[src/rtl/wb_burst_bridge.sv]
// Request-to-Wishbone burst bridge. Queued read/write bursts are replayed as
// registered-feedback Wishbone cycles, with write data and read data held in FIFOs.

module wb_burst_bridge_fifo #(
  parameter int W     = 8,
  parameter int DEPTH = 8
) (
  input  logic         clk_i,
  input  logic         rst_ni,
  input  logic         push,
  input  logic [W-1:0] wdata,
  input  logic         pop,
  output logic [W-1:0] rdata,
  output logic         empty,
  output logic         full
);
  localparam int PW = $clog2(DEPTH);

  logic [W-1:0] mem [DEPTH];
  logic [PW:0]  wr_ptr;
  logic [PW:0]  rd_ptr;
  logic         do_push;
  logic         do_pop;

  // Extra pointer bit distinguishes full from empty when the indices match.
  assign empty   = (wr_ptr == rd_ptr);
  assign full    = (wr_ptr[PW] != rd_ptr[PW]) && (wr_ptr[PW-1:0] == rd_ptr[PW-1:0]);
  assign do_push = push && !full;
  assign do_pop  = pop && !empty;
  assign rdata   = mem[rd_ptr[PW-1:0]];

  always_ff @(posedge clk_i) begin
    if (do_push) mem[wr_ptr[PW-1:0]] <= wdata;
  end

  always_ff @(posedge clk_i or negedge rst_ni) begin
    if (!rst_ni) begin
      wr_ptr <= '0;
      rd_ptr <= '0;
    end else begin
      if (do_push) wr_ptr <= wr_ptr + 1'b1;
      if (do_pop)  rd_ptr <= rd_ptr + 1'b1;
    end
  end
endmodule

module wb_burst_bridge #(
  parameter int DW         = 32,
  parameter int AW         = 32,
  parameter int FIFO_DEPTH = 8,
  parameter int LEN_W      = 4,
  parameter int WRAP_BITS  = 2
) (
  input  logic                       clk_i,
  input  logic                       rst_ni,
  input  logic                       req_valid,
  output logic                       req_ready,
  input  logic                       req_we,
  input  logic                       req_wrap,
  input  logic [LEN_W-1:0]           req_len,
  input  logic [DW/8-1:0]            req_mask,
  input  logic [AW-1:0]              req_addr,
  input  logic                       din_valid,
  output logic                       din_ready,
  input  logic [DW-1:0]              din,
  output logic                       dout_valid,
  input  logic                       dout_ack,
  output logic [DW-1:0]              dout,
  output logic                       dout_err,
  output logic                       wb_cyc_o,
  output logic                       wb_stb_o,
  output logic                       wb_we_o,
  output logic [DW/8-1:0]            wb_sel_o,
  output logic [AW-$clog2(DW/8)-1:0] wb_adr_o,
  output logic [DW-1:0]              wb_dat_o,
  output logic [2:0]                 wb_cti_o,
  output logic [1:0]                 wb_bte_o,
  input  logic                       wb_ack_i,
  input  logic                       wb_err_i,
  input  logic [DW-1:0]              wb_dat_i,
  output logic                       busy,
  output logic                       err_o,
  input  logic                       err_clr,
  output logic [1:0]                 state_dbg
);
  localparam int COLS = DW / 8;
  localparam int AB   = $clog2(COLS);
  localparam int WA   = AW - AB;
  localparam int RW   = 2 + LEN_W + COLS + AW;

  localparam logic [1:0] IDLE  = 2'd0;
  localparam logic [1:0] XFER  = 2'd1;
  localparam logic [1:0] DRAIN = 2'd2;

  localparam logic [LEN_W-1:0] LEN_ONE  = LEN_W'(1);
  localparam logic [1:0]       WRAP_BTE = 2'(WRAP_BITS - 1);

  logic [1:0]       state;
  logic             stb;
  logic             err_q;
  logic             w_we;
  logic             w_wrap;
  logic [LEN_W-1:0] w_len;
  logic [COLS-1:0]  w_mask;
  logic [WA-1:0]    w_adr;
  logic [LEN_W-1:0] drain_cnt;

  logic [RW-1:0]    req_wdata;
  logic [RW-1:0]    req_rdata;
  logic             req_empty;
  logic             req_full;
  logic             req_pop;
  logic             h_we;
  logic             h_wrap;
  logic [LEN_W-1:0] h_len;
  logic [COLS-1:0]  h_mask;
  logic [AW-1:0]    h_addr;
  logic             unused_addr_lo;

  logic [DW-1:0]    din_rdata;
  logic             din_empty;
  logic             din_full;
  logic             din_pop;

  logic [DW:0]      dout_rdata;
  logic             dout_empty;
  logic             dout_full;
  logic             dout_push;

  logic             beat_end;
  logic             issue;
  logic [WRAP_BITS-1:0] wrap_lo;
  logic [WA-1:0]    adr_next;

  assign req_wdata = {req_we, req_wrap, req_len, req_mask, req_addr};
  assign h_we      = req_rdata[RW-1];
  assign h_wrap    = req_rdata[RW-2];
  assign h_len     = req_rdata[RW-3 -: LEN_W];
  assign h_mask    = req_rdata[AW +: COLS];
  assign h_addr    = req_rdata[AW-1:0];
  // Byte offset within the word has no meaning on a word-addressed bus.
  assign unused_addr_lo = ^h_addr[AB-1:0];

  wb_burst_bridge_fifo #(.W(RW), .DEPTH(FIFO_DEPTH)) u_req_fifo (
    .clk_i (clk_i),
    .rst_ni(rst_ni),
    .push  (req_valid),
    .wdata (req_wdata),
    .pop   (req_pop),
    .rdata (req_rdata),
    .empty (req_empty),
    .full  (req_full)
  );

  wb_burst_bridge_fifo #(.W(DW), .DEPTH(FIFO_DEPTH)) u_din_fifo (
    .clk_i (clk_i),
    .rst_ni(rst_ni),
    .push  (din_valid),
    .wdata (din),
    .pop   (din_pop),
    .rdata (din_rdata),
    .empty (din_empty),
    .full  (din_full)
  );

  wb_burst_bridge_fifo #(.W(DW + 1), .DEPTH(FIFO_DEPTH)) u_dout_fifo (
    .clk_i (clk_i),
    .rst_ni(rst_ni),
    .push  (dout_push),
    .wdata ({wb_err_i, wb_dat_i}),
    .pop   (dout_ack),
    .rdata (dout_rdata),
    .empty (dout_empty),
    .full  (dout_full)
  );

  // A beat ends on ack or err while strobing; err wins when both are present.
  assign beat_end  = stb && (wb_ack_i || wb_err_i);
  assign issue     = w_we ? !din_empty : !dout_full;
  assign req_pop   = (state == IDLE) && !req_empty;
  assign din_pop   = ((state == XFER) && beat_end && w_we) ||
                     ((state == DRAIN) && !din_empty);
  assign dout_push = (state == XFER) && beat_end && !w_we;

  always_comb begin
    wrap_lo  = w_adr[WRAP_BITS-1:0] + 1'b1;
    adr_next = w_adr + 1'b1;
    if (w_wrap) adr_next = {w_adr[WA-1:WRAP_BITS], wrap_lo};
  end

  always_ff @(posedge clk_i or negedge rst_ni) begin
    if (!rst_ni) begin
      state     <= IDLE;
      stb       <= 1'b0;
      w_we      <= 1'b0;
      w_wrap    <= 1'b0;
      w_len     <= '0;
      w_mask    <= '0;
      w_adr     <= '0;
      drain_cnt <= '0;
    end else begin
      case (state)
        IDLE: begin
          if (!req_empty) begin
            w_we   <= h_we;
            w_wrap <= h_wrap;
            w_len  <= h_len;
            w_mask <= h_mask;
            w_adr  <= h_addr[AW-1:AB];
            if (h_len != '0) state <= XFER;
          end
        end
        XFER: begin
          if (!stb) begin
            stb <= issue;
          end else if (beat_end) begin
            stb <= 1'b0;
            if (wb_err_i) begin
              // Aborted write: the unsent beats' data still has to be consumed.
              if (w_we && (w_len != LEN_ONE)) begin
                drain_cnt <= w_len - 1'b1;
                state     <= DRAIN;
              end else begin
                state <= IDLE;
              end
            end else if (w_len == LEN_ONE) begin
              state <= IDLE;
            end else begin
              w_len <= w_len - 1'b1;
              w_adr <= adr_next;
            end
          end
        end
        DRAIN: begin
          if (!din_empty) begin
            drain_cnt <= drain_cnt - 1'b1;
            if (drain_cnt == LEN_ONE) state <= IDLE;
          end
        end
        default: state <= IDLE;
      endcase
    end
  end

  always_ff @(posedge clk_i or negedge rst_ni) begin
    if (!rst_ni) begin
      err_q <= 1'b0;
    end else if (stb && wb_err_i) begin
      err_q <= 1'b1;
    end else if (err_clr) begin
      err_q <= 1'b0;
    end
  end

  assign wb_cyc_o   = stb;
  assign wb_stb_o   = stb;
  assign wb_we_o    = w_we;
  assign wb_sel_o   = w_mask;
  assign wb_adr_o   = w_adr;
  assign wb_cti_o   = (state != XFER) ? 3'b000 : ((w_len == LEN_ONE) ? 3'b111 : 3'b010);
  assign wb_bte_o   = ((state == XFER) && w_wrap) ? WRAP_BTE : 2'b00;
  assign wb_dat_o   = din_empty ? '0 : din_rdata;

  assign dout_valid = !dout_empty;
  assign dout       = dout_empty ? '0 : dout_rdata[DW-1:0];
  assign dout_err   = dout_empty ? 1'b0 : dout_rdata[DW];

  assign req_ready  = !req_full;
  assign din_ready  = !din_full;
  assign busy       = (state != IDLE) || !req_empty;
  assign err_o      = err_q;
  assign state_dbg  = state;
endmodule

[config.mk]
export PLATFORM = sky130hd
export DESIGN_NAME = wb_burst_bridge
export DESIGN_NICKNAME = d
export VERILOG_FILES = /design/src/rtl/wb_burst_bridge.sv
export SDC_FILE = /design/constraint.sdc
export NUM_CORES = 1
export LEC_CHECK = 0
export CELL_PAD_IN_SITES_DETAIL_PLACEMENT = 0
export CELL_PAD_IN_SITES_GLOBAL_PLACEMENT = 1
export CORE_UTILIZATION = 47
export CTS_BUF_LIST = sky130_fd_sc_hd__clkbuf_4 sky130_fd_sc_hd__clkbuf_8 sky130_fd_sc_hd__clkbuf_16
export DETAILED_ROUTE_END_ITERATION = 16
export GPL_TIMING_DRIVEN = 0
export PLACE_DENSITY_LB_ADDON = 0.25
export SYNTH_ARGS = -nofsm -noshare
export SYNTH_HDL_FRONTEND = slang
export SYNTH_SLANG_ARGS = --single-unit
[constraint.sdc]
create_clock -name clk_i -period 15.4 [get_ports clk_i]
set_input_delay 2.31 -clock clk_i [delete_from_list [all_inputs] [get_ports clk_i]]
set_output_delay 2.31 -clock clk_i [all_outputs]
set_load 0.02 [all_outputs]
Fig. 1: run 1, signal wires by layer
(1 px per um)
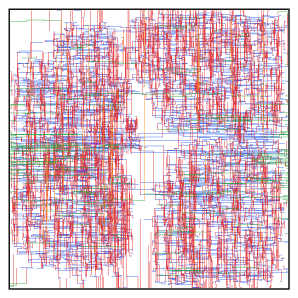
legend:
  orange:
    layer: metal 4
    wire_length: 2140 um
  purple:
    layer: metal 5
    wire_length: 20.2 um
  blue:
    layer: metal 1
    wire_length: 34.3 mm
  green:
    layer: metal 3
    wire_length: 4730 um
  red:
    layer: metal 2
    wire_length: 41.8 mm

Fig. 2: run 1, where the registers sit
(1 px per um) Other sequential cells in the stronger gray, the rest of the logic in the fainter gray.
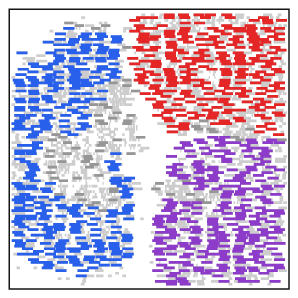
legend:
  red:
    name_in_the_netlist: `u_din_fifo.mem`
    flops: 256
  blue:
    name_in_the_netlist: `u_req_fifo.mem`
    flops: 320
  purple:
    name_in_the_netlist: `u_dout_fifo.mem`
    flops: 264

==> metrics.log, run 1 <==
[report] implementation figures
INFO  metric portBuffers = 224
INFO  metric synth_largest_type_area_fraction = 70.35%
INFO  metric end_kind = primary output
INFO  metric timing.slew.headroom = 13.67%
INFO  metric mappedNetlistNets = 1917
INFO  metric heaviest_power_group = combinational logic
INFO  metric floorplanUtilization = 47.84%
INFO  metric layoutNonFillerInstCount = 3233
INFO  metric critical_path.most_common_cell = sky130_fd_sc_hd__clkbuf_1
INFO  metric whs_endpoint = wb_sel_o[2]
INFO  metric dpl_cell_area = 40370 um2
INFO  metric clock_network_share_of_area = 7.309%
INFO  metric finalHoldViolations = 0
INFO  metric yosysCellCount = 1792
INFO  metric tritoncts_clock_tree = built
INFO  metric gr-usage-met1 = 29.46%
INFO  metric n_tap_cell = 969
INFO  metric syn-cell-area = 35860 um2
INFO  metric detailroute.via_count = 18580
INFO  metric timing.fmax = 160.1 MHz
INFO  metric xor_area_share = 0.7817%
INFO  metric power.static_leakage = 14.56 nW
INFO  metric intPower = 5.955 mW
INFO  metric cellPowerDensity = 205.4 nW/um2
INFO  metric number_of_antenna_violations_at_the_first_check_in_global_routing = 3
INFO  metric inverters_excl_clock = 13
INFO  metric synth-seq-cells = 912
INFO  metric outcome = finished, final reports clean
INFO  metric top_cells_by_count = sky130_fd_sc_hd__edfxtp_1 (840), sky130_fd_sc_hd__mux4_2 (196), sky130_fd_sc_hd__mux2i_1 (119)
INFO  metric min_delay_path_depth = 2
INFO  metric r2r_path_start = u_dout_fifo.rd_ptr[1]
INFO  metric worst_skew_late_latency = 630 ps
INFO  metric layout.non_clock_buffers = 397
INFO  metric comb_cell_power = 3.33 mW
INFO  metric avgRoutedWirePerCell = 25.68 um
INFO  metric crit_buf_inv = 3
INFO  metric irDropWorstVdd = 127.7 uV
INFO  metric asyncSetResetFlopFracSynth = 7.895%
INFO  metric path_clk_slew = 60 ps
INFO  metric sequentialPower = 3.31 mW
INFO  metric cp.depth = 6
INFO  metric slowest_delay = 830 ps
INFO  metric most_frequent_standard_cell_in_the_layout_excluding_fill_and_tap_cells = sky130_fd_sc_hd__edfxtp_1
INFO  metric signal_buffer_area_fraction = 8.231%
INFO  metric layout.cells.most_common_list = sky130_fd_sc_hd__edfxtp_1 (840), sky130_fd_sc_hd__clkdlybuf4s50_1 (223), sky130_fd_sc_hd__mux4_2 (196)
INFO  metric cts_root_buf = sky130_fd_sc_hd__clkbuf_16
Fig. 3: run 1, hierarchy map of the flops
(1.5 px per um) Other sequential cells in the stronger gray, the rest of the logic in the fainter gray.
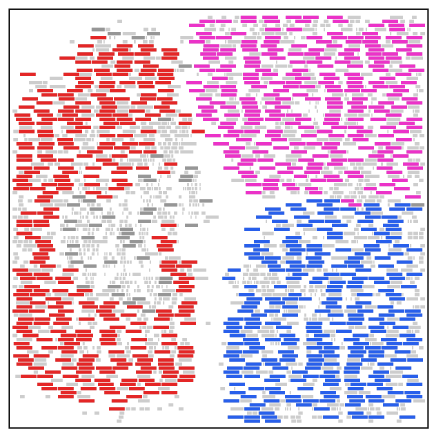
legend:
  magenta:
    scope: `u_din_fifo`
    flops: 264
  blue:
    scope: `u_dout_fifo`
    flops: 272
  red:
    scope: `u_req_fifo`
    flops: 328

==> run 1 -> run 2 <==
clock period = 5.6 ns   (was 15.4 ns; I/O delays follow)
Fig. 4: run 2, track usage over the die
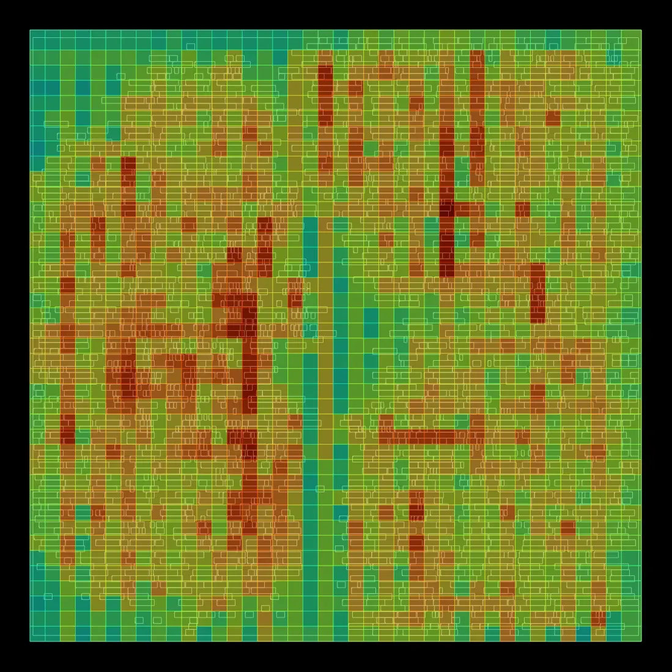
met3 usage: 3.971%
final routed wire length divided by cell count: 25.68 um
Global Route met1 Usage: 29.46%
Total GRT Usage: 21.72%

==> run 2 against run 1 <==
Area after synthesis did not move; clock skew did not move; final cell count stayed put; utilization stayed put; routed wire length unchanged; clock-buffer cell count unchanged; setup slack worse by 8300 ps; power increased to 2.7 times the previous value; non-clock buffer count is the same; via count stayed put; first-iteration DRC count is the same; largest power group unchanged.
==> metrics.log, run 2 <==
[report] implementation figures
INFO  metric outcome = finished, final reports clean
INFO  metric num-fill-cells = 5524
INFO  metric end_kind = primary output
INFO  metric syn_area_per_cell = 20.01 um2
INFO  metric drc_errors = 0
INFO  metric xor_area_share = 0.7817%
INFO  metric timing.fmax = 209.3 MHz
INFO  metric share_clk_of_total_power = 25.8%
INFO  metric power.static_leakage = 14.56 nW
INFO  metric layout.non_clock_buffers = 397
INFO  metric r2r_path_start = u_dout_fifo.rd_ptr[1]
INFO  metric yosysCellCount = 1792
INFO  metric asyncSetResetFlopFracSynth = 7.895%
INFO  metric synthMuxAreaShare = 15.92%
INFO  metric worst_setup_path_startpoint = u_din_fifo.rd_ptr[2]
INFO  metric layout.cells.most_common_list = sky130_fd_sc_hd__edfxtp_1 (840), sky130_fd_sc_hd__clkdlybuf4s50_1 (223), sky130_fd_sc_hd__mux4_2 (196)
INFO  metric synth_adder_area_share = 0.3839%
INFO  metric signal_buffer_area_fraction = 8.231%
INFO  metric postLayoutCoreUtil = 58.13%
INFO  metric mappedNetlistNets = 1917
INFO  metric intPower = 16.38 mW
INFO  metric floorplanUtilization = 47.84%
INFO  metric worst_skew_late_latency = 630 ps
INFO  metric comb_cell_power = 9.15 mW
INFO  metric cp.depth = 6
INFO  metric layoutNonFillerInstCount = 3233
INFO  metric tritoncts_clock_tree = built
INFO  metric maxUsedRoutingLayer = met5
INFO  metric timing.slew.headroom = 13.67%
INFO  metric first_global_vias = 19070
INFO  metric sequentialPower = 9.10 mW
INFO  metric synth-seq-cells = 912
INFO  metric synth_largest_type_area_fraction = 70.35%
INFO  metric heaviest_power_group = combinational logic
INFO  metric cts_root_buf = sky130_fd_sc_hd__clkbuf_16
INFO  metric crit_buf_inv = 3
INFO  metric detailroute.via_count = 18580
INFO  metric rr_worst_depth = 8
INFO  metric cellPowerDensity = 564.8 nW/um2
INFO  metric portBuffers = 224
INFO  metric worst_setup_start_kind = register
INFO  metric top_cells_by_count = sky130_fd_sc_hd__edfxtp_1 (840), sky130_fd_sc_hd__mux4_2 (196), sky130_fd_sc_hd__mux2i_1 (119)
INFO  metric path_class = register to primary output
INFO  metric dpl_cell_area = 40370 um2
INFO  metric critical_path.most_common_cell = sky130_fd_sc_hd__clkbuf_1
INFO  metric syn-cell-area = 35860 um2
INFO  metric n_tap_cell = 969
INFO  metric number_of_antenna_violations_at_the_first_check_in_global_routing = 3
INFO  metric hold_slack = 217.8 ps
INFO  metric die_height = 278.2 um
INFO  metric slowest_delay = 830 ps
INFO  metric cts_num_sinks = 912
INFO  metric most_frequent_standard_cell_in_the_layout_excluding_fill_and_tap_cells = sky130_fd_sc_hd__edfxtp_1
INFO  metric finalHoldViolations = 0
INFO  metric irDropWorstVdd = 351.3 uV
INFO  metric inverters_excl_clock = 13
INFO  metric clock_network_share_of_area = 7.309%
No activity file was given, so power comes from the tool's default toggle rates.
